[src/rtl/pc_unit_ras.sv]
// Program counter with priority-ordered next-PC selection and a small circular
// return-address stack that keeps the newest RAS_DEPTH entries.
module pc_unit_ras #(
  parameter int                ADDR_W     = 32,
  parameter int                INC        = 4,
  parameter int                RAS_DEPTH  = 4,
  parameter logic [ADDR_W-1:0] RESET_ADDR = '0
) (
  input  logic              clk,
  input  logic              rst,
  input  logic              stall,
  input  logic              branch_en,
  input  logic [0:ADDR_W-1] branch_off,
  input  logic              jump_en,
  input  logic              call_en,
  input  logic              ret_en,
  input  logic [0:ADDR_W-1] jump_addr,
  output logic [0:ADDR_W-1] pc,
  output logic              ras_empty,
  output logic              ras_full,
  output logic              ras_ovf,
  output logic              ras_unf
);

  localparam int PTR_W = (RAS_DEPTH > 2) ? $clog2(RAS_DEPTH) : 1;
  localparam int CNT_W = PTR_W + 1;
  localparam logic [0:ADDR_W-1] INC_V  = ADDR_W'(INC);
  localparam logic [CNT_W-1:0]  FULL_C = CNT_W'(RAS_DEPTH);

  logic [0:ADDR_W-1] ras_mem [RAS_DEPTH];
  logic [PTR_W-1:0]  wr_ptr;
  logic [PTR_W-1:0]  top_ptr;
  logic [CNT_W-1:0]  count;
  logic [0:ADDR_W-1] pc_seq;
  logic              do_ret;
  logic              do_push;

  assign ras_empty = (count == '0);
  assign ras_full  = (count == FULL_C);
  assign pc_seq    = pc + INC_V;
  assign top_ptr   = wr_ptr - 1'b1;
  assign do_ret    = !rst && !stall && ret_en;
  assign do_push   = !rst && !stall && !ret_en && call_en;

  // wr_ptr always names the next free slot; when full it also names the oldest
  // entry, so a push there overwrites exactly the entry that should be lost.
  always_ff @(posedge clk) begin
    if (do_push) begin
      ras_mem[wr_ptr] <= pc_seq;
    end
  end

  always_ff @(posedge clk) begin
    ras_ovf <= 1'b0;
    ras_unf <= 1'b0;
    if (rst) begin
      pc     <= RESET_ADDR;
      count  <= '0;
      wr_ptr <= '0;
    end else if (!stall) begin
      if (ret_en) begin
        if (ras_empty) begin
          pc      <= pc_seq;
          ras_unf <= 1'b1;
        end else begin
          pc     <= ras_mem[top_ptr];
          wr_ptr <= top_ptr;
          count  <= count - 1'b1;
        end
      end else if (call_en) begin
        pc     <= jump_addr;
        wr_ptr <= wr_ptr + 1'b1;
        if (ras_full) begin
          ras_ovf <= 1'b1;
        end else begin
          count <= count + 1'b1;
        end
      end else if (jump_en) begin
        pc <= jump_addr;
      end else if (branch_en) begin
        pc <= pc + branch_off;
      end else begin
        pc <= pc_seq;
      end
    end
  end

endmodule

[config.mk]
export PLATFORM = sky130hd
export DESIGN_NAME = pc_unit_ras
export DESIGN_NICKNAME = d
export VERILOG_FILES = /design/src/rtl/pc_unit_ras.sv
export SDC_FILE = /design/constraint.sdc
export NUM_CORES = 1
export LEC_CHECK = 0
export CAP_MARGIN = 15
export CORE_ASPECT_RATIO = 1.75
export CORE_MARGIN = 5
export CORE_UTILIZATION = 47
export DETAILED_ROUTE_END_ITERATION = 10
export PLACE_DENSITY = 0.72
export SETUP_SLACK_MARGIN = 0.3
export SYNTH_ARGS = -nofsm -noshare
export SYNTH_HDL_FRONTEND = slang
export SYNTH_SLANG_ARGS = --single-unit
[constraint.sdc]
create_clock -name clk -period 4.4 [get_ports clk]
set_input_delay 0.88 -clock clk [delete_from_list [all_inputs] [get_ports clk]]
set_output_delay 0.88 -clock clk [all_outputs]
set_load 0.005 [all_outputs]
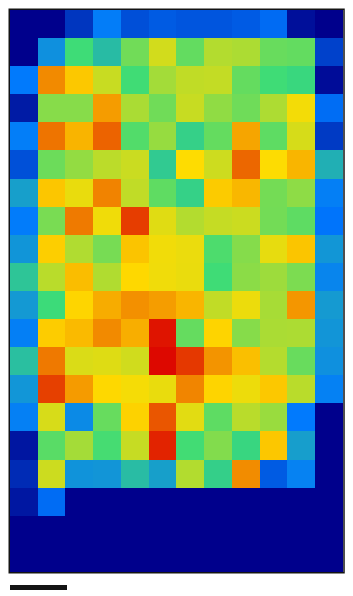
**Above:** placement density heat map.
Scale bar: 20 microns. The die is cut into 12 by 20 equal tiles; dark blue is low, red is high, 0 to 100% covered.
tiles over 75% full: 20%
densest ninth of the die: center
nearly empty tiles: 17%
fullest tile: 99%
emptiest ninth of the die: lower right

==> qor.yml <==
finish:
  area_delta_synth_final_pct: 20.3
  antenna_cells: 0
  instances_no_fill: 1187
  final_util_pct: 57.4
placement:
  dp_cells: 1155
  place.port_buffers: 106
  place_ws_ns: 0.592
power:
  combPwrFrac_pct: 23.3
  p_leak_nw: 4.11
  clkPwrFrac_pct: 34.5
  power.switching_mw: 1.38
  peakVddDrop_uv: 270
  p_per_area_nw_per_um2: 384
synthesis:
  async_reset_ff_share_pct: 0
  synth_area_sq_um: 9410
  edf_count: 128
  synth_nets: 935
  synth_warnings: 0
  yosysSeqAreaShare_pct: 49.2
global_routing:
  grt_pass1_wl_microns: 42600
  grt_start_max_net_pins: 36
  grt_overflow: 0
  grt_pass1_vias: 7528
  antenna_found_initial: 0
  grtUsageTotal_pct: 24.6
clocking:
  postCtsHoldBufs: 0
  cts.sinks: 167
  h-tree-depth: 4
  clockBufferDepth: 2
  cts_buffers: 17
  clkLatencyLatePin_ns: 0.43
routing:
  antenna_left: 0
  firstDrtPassIters: 5
  via_per_inst: 6.30
  drtIter0Drc: 598
  routedWlPerCell_microns: 23.6
  routed-via-count: 7484
die:
  die_x_microns: 117
  fp-utilization_pct: 47.7
  die_y_microns: 197
  rows: 68
  design.core.area_sq_um: 19700
run_status:
  status: "completed"
sta:
  fmax_mhz: 294
  slew_headroom_pct: 35.0
  finClkSkew_ns: 0.0121
worst_hold_path:
  holdCritPathClass: "reg2reg"
worst_setup_path:
  regToRegSetupSlack_ns: 1.41
  worst-endpoint-required_ns: 4.76
  arrival_ns: 3.76
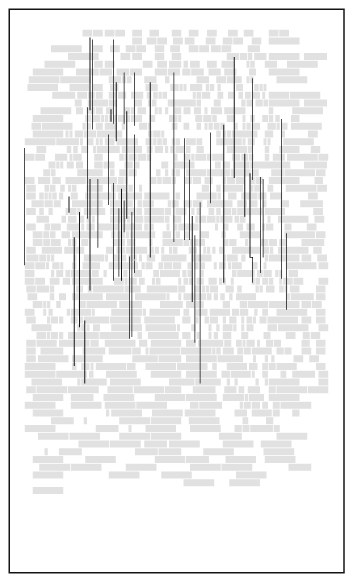
**Above:** M4 wires.
main direction: vertical
wire length on this layer: 1360 microns
share of all routed wire: 4.8%

[placed cells by master, fill, tap and decap left out, types with 18 or more instances in the layout]
cell             instances
edfxtp_1               128
inv_1                   27
clkdlybuf4s50_1        106
xor2_1                  18
ha_1                    35
nand2_1                 89
a21oi_1                 54
nor2_1                  59
xnor2_1                 33
buf_4                   24
mux4_2                  32
nand3_1                 18
dfxtp_1                 38
o21ai_0                 40
[cell families after synthesis]
kind of cell | share of synthesized area, %
AND/OR/NAND/NOR | 12.0
adder cells (fa/ha/maj) | 5.21
XOR/XNOR | 5.04
buffers and inverters | 3.79
multiplexers | 8.09
flip-flops | 49.2
AND-OR/OR-AND | 16.7
[synth_stat cells (all sizes together), types with 18 or more instances]
master	count	area, sq um
o21ai	45	225
nand3	20	118
nand2	89	334
dfxtp	39	781
clkbuf	35	153
edfxtp	128	3840
xor2	18	158
mux4	32	721
a21oi	57	297
ha	36	450
nor2	60	228
xnor2	34	317
inv	27	101
[state kept, by name, indices dropped and copies added (netlist names)]
| register | cells |
|---|---|
| count | 3 |
| ras_unf | 1 |
| wr_ptr | 2 |
| ras_ovf | 1 |
| pc | 32 |
| ras_mem | 128 |
[power by group through the flow]
stage / clock network (mW) / logic, mW / registers [mW]
finish: 1.50 / 1.01 / 1.84
global route: 1.59 / 1.09 / 1.84
CTS: 1.51 / 1.01 / 1.84
detailed placement: 0 / 0.999 / 1.87
global placement: 0 / 0.995 / 1.87
floorplan: 0 / 0.654 / 1.84
[final timing paths]
path	from	end	cells past startpoint
worst max-delay path	branch_off[31]	pc[3]	13
worst min-delay path	count[1]	count[1]	2
worst max register to register	pc[31]	pc[3]	12
worst min register to register	count[1]	count[1]	2
[worst max-delay path, cell delays in order]
cell and delay (ns):
clkdlybuf4s50_1 0.46, ha_1 0.19, inv_1 0.06, fa_1 0.37, nand2b_1 0.19, a21oi_1 0.24, or4_1 0.19, a21oi_2 0.08
o21a_2 0.25, a31oi_1 0.24, a21oi_1 0.13, o41a_1 0.32, a21oi_1 0.13
[through the flow]
step                      hold slack (ns)  instance area [sq um]
final                               0.525                  11300
after detailed placement            0.512                  10700
after floorplan                     0.486                   9410
after global placement              0.502                  10700
after CTS                           0.527                  11300
after global routing                0.546                  11300
[metal layers]
metal  GRT usage (%)  part of all wire, %  vias up
met4            10.2                  4.8        0
met2            45.3                   54      368
li1                -                    -     3369
met5               0                    0        -
met1            27.5                   35     3652
met3            3.65                  6.4       95
[final cells by class]
class / instances / area [sq um] / share of cell area (%)
inverters: 28 / 105 / 0.928
well taps: 245 / 307 / 2.71
flip-flops and latches: 167 / 4630 / 40.9
repair buffers: 130 / 1240 / 11.0
clock buffers: 17 / 425 / 3.76
clock inverters: 15 / 183 / 1.61
multi-input cells: 585 / 4430 / 39.2
Power is estimated from default activity; no workload was simulated.
